### Close-up of the layout

Region (67, 26) to (92, 51) microns. Cells in gray, sequential cells in the stronger gray; small squares are vias.
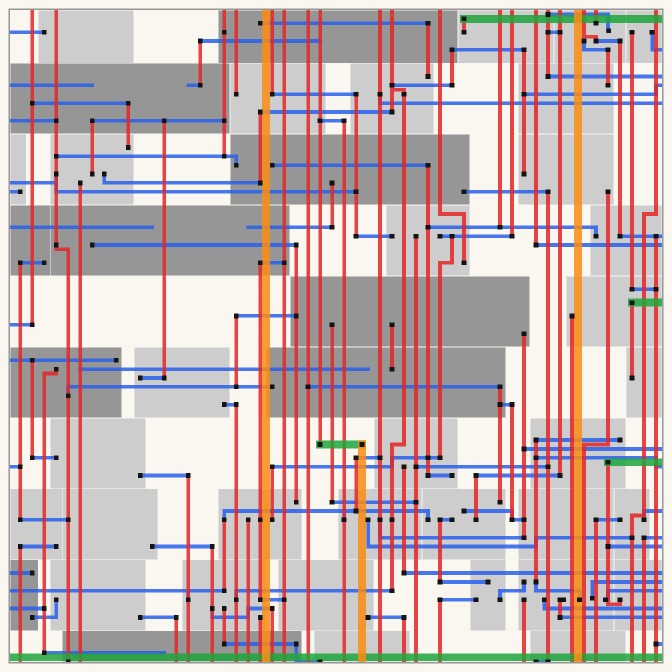
### Met4 routing

Cells faint in the background.
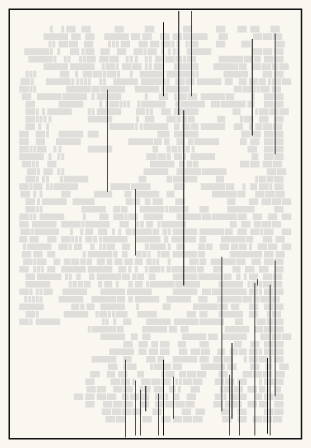
### Routed metal, one color a layer

Two of the layers only.
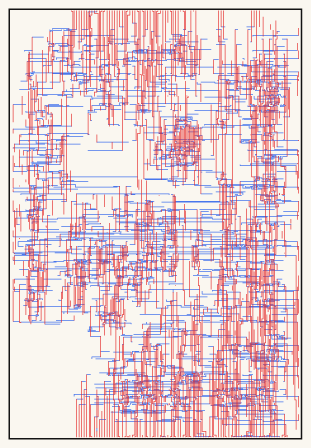
===== src/rtl/gpio_bus_arbiter.sv =====
// Grants one GPIO sub-port per bus transaction and returns its response on the
// shared path, with select checking, an access timeout and an error counter.
//
// state  | meaning
// IDLE   | waiting for req_i; illegal selects answer with an error directly
// ACCESS | granted port selected, waiting for its ack or for the timer to expire
// RESP   | one-cycle ack_o with registered rdata_o/err_o
module gpio_bus_arbiter #(
    parameter int N_PORTS = 5,
    parameter int ADDR_W  = 8,
    parameter int TIMEOUT = 16
) (
    input  logic                 clk,
    input  logic                 rst,
    input  logic                 req_i,
    input  logic                 we_i,
    input  logic [ADDR_W-1:0]    addr_i,
    input  logic [31:0]          wdata_i,
    input  logic [N_PORTS-1:0]   port_sel_i,
    output logic [N_PORTS-1:0]   port_sel_o,
    output logic                 port_we_o,
    output logic [ADDR_W-1:0]    port_addr_o,
    output logic [31:0]          port_wdata_o,
    input  logic [N_PORTS-1:0]   port_ack_i,
    input  logic [N_PORTS*32-1:0] port_rdata_i,
    output logic                 ack_o,
    output logic [31:0]          rdata_o,
    output logic                 err_o,
    output logic                 busy_o,
    output logic [7:0]           err_cnt_o
);

    typedef enum logic [1:0] {
        ST_IDLE   = 2'd0,
        ST_ACCESS = 2'd1,
        ST_RESP   = 2'd2
    } state_t;

    // Down-counter loaded so that it hits zero on the TIMEOUT-th ACCESS cycle.
    localparam logic [15:0] TMR_LOAD = 16'(TIMEOUT - 1);

    state_t               r_state;
    state_t               w_state_nxt;
    logic [N_PORTS-1:0]   r_sel;
    logic                 r_we;
    logic [ADDR_W-1:0]    r_addr;
    logic [31:0]          r_wdata;
    logic [15:0]          r_tmr;
    logic [31:0]          r_rdata;
    logic                 r_err;
    logic [7:0]           r_err_cnt;

    logic                 w_sel_legal;
    logic                 w_grant_ack;
    logic                 w_tmr_done;
    logic [31:0]          w_grant_rdata;
    logic                 w_load;
    logic                 w_done;
    logic                 w_done_err;

    assign w_sel_legal = $onehot(port_sel_i);
    assign w_grant_ack = |(port_ack_i & r_sel);
    assign w_tmr_done  = (r_tmr == 16'd0);

    // Grant is one-hot, so an OR of the masked slices is the granted slice.
    always_comb begin
        w_grant_rdata = '0;
        for (int k = 0; k < N_PORTS; k++) begin
            if (r_sel[k]) begin
                w_grant_rdata = w_grant_rdata | port_rdata_i[32*k +: 32];
            end
        end
    end

    always_comb begin
        w_state_nxt = r_state;
        w_load      = 1'b0;
        w_done      = 1'b0;
        w_done_err  = 1'b0;
        unique case (r_state)
            ST_IDLE: begin
                if (req_i) begin
                    if (w_sel_legal) begin
                        w_state_nxt = ST_ACCESS;
                        w_load      = 1'b1;
                    end else begin
                        w_state_nxt = ST_RESP;
                        w_done      = 1'b1;
                        w_done_err  = 1'b1;
                    end
                end
            end
            ST_ACCESS: begin
                // A granted ack on the timeout cycle still completes normally.
                if (w_grant_ack) begin
                    w_state_nxt = ST_RESP;
                    w_done      = 1'b1;
                end else if (w_tmr_done) begin
                    w_state_nxt = ST_RESP;
                    w_done      = 1'b1;
                    w_done_err  = 1'b1;
                end
            end
            ST_RESP: begin
                w_state_nxt = ST_IDLE;
            end
            default: begin
                w_state_nxt = ST_IDLE;
            end
        endcase
    end

    always_ff @(posedge clk or posedge rst) begin
        if (rst) begin
            r_state <= ST_IDLE;
        end else begin
            r_state <= w_state_nxt;
        end
    end

    always_ff @(posedge clk or posedge rst) begin
        if (rst) begin
            r_sel     <= '0;
            r_we      <= 1'b0;
            r_addr    <= '0;
            r_wdata   <= '0;
            r_tmr     <= '0;
            r_rdata   <= '0;
            r_err     <= 1'b0;
            r_err_cnt <= '0;
        end else begin
            if (w_load) begin
                r_sel   <= port_sel_i;
                r_we    <= we_i;
                r_addr  <= addr_i;
                r_wdata <= wdata_i;
                r_tmr   <= TMR_LOAD;
            end else if (r_state == ST_ACCESS) begin
                r_tmr <= r_tmr - 16'd1;
            end
            if (w_done) begin
                r_sel   <= '0;
                r_rdata <= w_done_err ? 32'd0 : w_grant_rdata;
                r_err   <= w_done_err;
                if (w_done_err && (r_err_cnt != 8'hFF)) begin
                    r_err_cnt <= r_err_cnt + 8'd1;
                end
            end
        end
    end

    assign port_sel_o   = r_sel;
    assign port_we_o    = r_we;
    assign port_addr_o  = r_addr;
    assign port_wdata_o = r_wdata;
    assign ack_o        = (r_state == ST_RESP);
    assign rdata_o      = r_rdata;
    assign err_o        = r_err;
    assign busy_o       = (r_state != ST_IDLE);
    assign err_cnt_o    = r_err_cnt;

endmodule


===== config.mk =====
export PLATFORM = sky130hd
export DESIGN_NAME = gpio_bus_arbiter
export DESIGN_NICKNAME = d
export VERILOG_FILES = /design/src/rtl/gpio_bus_arbiter.sv
export SDC_FILE = /design/constraint.sdc
export NUM_CORES = 1
export LEC_CHECK = 0
export CAP_MARGIN = 20
export CORE_ASPECT_RATIO = 1.5
export CORE_MARGIN = 3
export CORE_UTILIZATION = 34
export DETAILED_ROUTE_END_ITERATION = 10
export PLACE_DENSITY = 0.74
export SLEW_MARGIN = 20
export SYNTH_ARGS = -nofsm -noshare
export SYNTH_HDL_FRONTEND = slang
export SYNTH_SLANG_ARGS = --single-unit
export TNS_END_PERCENT = 5

===== constraint.sdc =====
create_clock -name clk -period 3.1 [get_ports clk]
set_input_delay 0.62 -clock clk [delete_from_list [all_inputs] [get_ports clk]]
set_output_delay 0.62 -clock clk [all_outputs]
set_load 0.01 [all_outputs]

==> reports/qor.csv <==
stage;metric;value;unit
global_route;globalRouteOverflowTotal;0;
timing;fmaxAchievable;0.338;GHz
layout;buffers_excl_clock;326;
die;core_region_area;0.0143;sq mm
timing;min_period;2960;ps
layout;final-instance-count-excl-fill;1024;
timing;rsz0062_at_grt;false;
layout;largest_cell_class;non-clock buffers;
hold_path;min-delay-start;port_wdata_o[14];
global_route;grt_start_max_net_pins;45;
synth;netlist.area_leader.share;52.1;%
placed_design;detailedPlace.worstSlack;-509;ps
synth;ys_top_cells_by_count;sky130_fd_sc_hd__nand2_1 (175), sky130_fd_sc_hd__dfrtp_1 (105), sky130_fd_sc_hd__a222oi_1 (33), sky130_fd_sc_hd__a22oi_1 (33), sky130_fd_sc_hd__a22o_1 (32);
worst_setup_path;worst_setup_path_startpoint;port_sel_i[0];
run;timing.max_cap.violations;0;
layout;clock_buffer_count;9;
placed_design;place.gp.congestion;0.837;
die;core_util_floorplan;35.4;%
worst_setup_path;path_buffers;6;
worst_setup_path;critical_path_cell_count;13;
worst_setup_path;worst_ep_required_time;3380;ps
clocking;worst_skew_pair.late_latency;350;ps
layout;clock_tree_area_fraction;3.25;%
synth;post_synth_xor_area_fraction;2.08;%
drt;final_antenna_net_count;0;
layout;antenna-diode-count;1;
layout;drive_above_1_share;6.74;%
timing;final-hold-violation-count;0;
placed_design;dp.cells;1000;
timing;clock_skew;8.52;ps
worst_setup_path;regToRegStartpoint;r_state[1];
timing;final_hold_slack;473;ps
clocking;cts_sinks;105;
synth;fa_ha_area_share;1.54;%
global_route;grt_use_met3;8.39;%
worst_setup_path;rr_endpoint;rdata_o[19];
global_route;top_usage_layer;met2;
drt;detail_route.wirelength.met1;7000;microns
synth;ys.flops;105;
hold_path;min_to;port_wdata_o[14];
placed_design;hpwl;15400;microns
clocking;root_buffer;sky130_fd_sc_hd__clkbuf_16;
synth;ys_seq_share;52.1;%
timing;report.final.slew_viol_count;0;
synth;topCombFamilyByArea;AND-OR/OR-AND gates;
global_route;first_global_vias;5773;
layout;postLayoutCoreUtil;61.5;%
clocking;htree_num_levels;3;
layout;logic_area;0.00226;sq mm
worst_setup_path;crit_end;rdata_o[20];
clocking;cts_buffer_depth;2;
layout;comb_cells;372;
synth;yosys_most_used_dff;sky130_fd_sc_hd__dfrtp_1;
pwr;power.ir.vdd_worst;0.388;mV
worst_setup_path;crit_path_max_fanout;6;
synth;number_of_cell_instances_after_yosys_synthesis;528;
synth;yosys_warnings;0;
worst_setup_path;category_of_the_critical_setup_timing_path;in2reg;
drt;vias;5425;
synth;syn-mean-instance-area;9.56;sq um
clocking;cts_tree;done;
clocking;worst_path_clk_slew;70;ps
timing;final-setup-viol-count;0;
synth;synthesized_cell_area;0.00505;sq mm
hold_path;hold_path_class;reg2reg;
layout;non_clock_inverter_count;12;
synth;synth_compound_gate_area_share;20.6;%
drt;top_signal_layer_used;met4;
layout;leading_cell_type_in_the_layout_fill_and_taps_excluded;sky130_fd_sc_hd__clkdlybuf4s50_1;
drt;viasPerCell;5.30;
layout;final_layout_top_logic_cells;sky130_fd_sc_hd__clkdlybuf4s50_1 (299), sky130_fd_sc_hd__nand2_1 (175), sky130_fd_sc_hd__dfrtp_1 (105), sky130_fd_sc_hd__a222oi_1 (33), sky130_fd_sc_hd__a22oi_1 (33);
synth;area_of_the_synthesized_netlist_per_yosys_stat;0.00505;sq mm
timing;tns_setup;0;ps
drt;finalWirelength;19900;microns
synth;postSynth.asyncResetShare;100;%
global_route;groute.usage.overall;23.9;%
synth;yosysMostFrequentCell;sky130_fd_sc_hd__nand2_1;
synth;floorplan.nets;747;
timing;worst-slew-pin-transition;919;ps
synth;ys_top_cells_by_area;sky130_fd_sc_hd__dfrtp_1 (52%), sky130_fd_sc_hd__nand2_1 (13%), sky130_fd_sc_hd__a222oi_1 (6.5%), sky130_fd_sc_hd__a22o_1 (5.6%), sky130_fd_sc_hd__a22oi_1 (4.9%);
timing;relative_slew_slack;38.6;%
layout;fillCellCount;1230;
run_status;run_status;complete, no violations;
run;warning_count;27;
layout;seqAreaFraction;30.0;%
synth;post-synth-top-area-cell;sky130_fd_sc_hd__dfrtp_1;
timing;layout_setup_ws;143;ps
layout;ff_count;105;
global_route;grt_antenna_before_repair;1;
layout;regArea;0.00263;sq mm
placed_design;post_dp_cell_area;0.00834;sq mm
synth;synth_area_in_simple_gates;18.9;%
drt;met2_length;10300;microns
timing;min_period_over_period;95.4;%
worst_setup_path;cpMaxStageDelayCell;sky130_fd_sc_hd__fa_1;
global_route;grt_pass1_wl;31000;microns
hold_path;worst_hold_path.num_cells;2;
synth;synthMuxAreaShare;0.446;%
synth;syn_inst;528;
worst_setup_path;r2r_slack;800;ps
layout;combAreaFraction;25.7;%
drt;remaining_drc_errors;0;
die;core.rowCount;53;
global_route;gr-usage-met2;43.2;%
drt;detailedRoute.firstIterationViolations;582;
die;fp.dieW;105;microns
## Picture notes: 'Close-up of the layout'
red -> met2
blue -> met1
green -> met3
orange -> met4
sequential cells in the window = 6
netlist names of flops here include = rdata_o (6)
most frequent = clkdlybuf4s50_1 (15), a22o_1 (8), dfrtp_1 (6)
cells with their middle in the window = 33

## Picture notes: 'Met4 routing'
main direction = vertical
nets with wire on the layer = 24
share of all routed wire = 3.7%

## Picture notes: 'Routed metal, one color a layer'
blue -> met1  # wire length 7000 microns
red -> met2  # wire length 10300 microns

## sequential cells by signal (all words and copies together), names as in the netlist
| name | flops |
|---|---|
| err_cnt_o | 8 |
| port_sel_o | 5 |
| err_o | 1 |
| rdata_o | 32 |
| port_addr_o | 8 |
| port_wdata_o | 32 |
| port_we_o | 1 |
| r_state | 2 |
| r_tmr | 16 |
## timing repair
action / 4_1_cts / 5_1_grt
resized: 11 / 3
pin swaps: 4 / 1
hold buffers: 0 / 0
endpoints found under the setup margin: 92 / 40
cloned: 2 / 0
setup buffers: 5 / 0
## report_power, final
part           switching [W]  internal [W]
combinational        0.00143       0.00158
clock               0.000521      0.000560
sequential          0.000327       0.00180
total                0.00228       0.00394
Power is estimated from default activity; no workload was simulated.
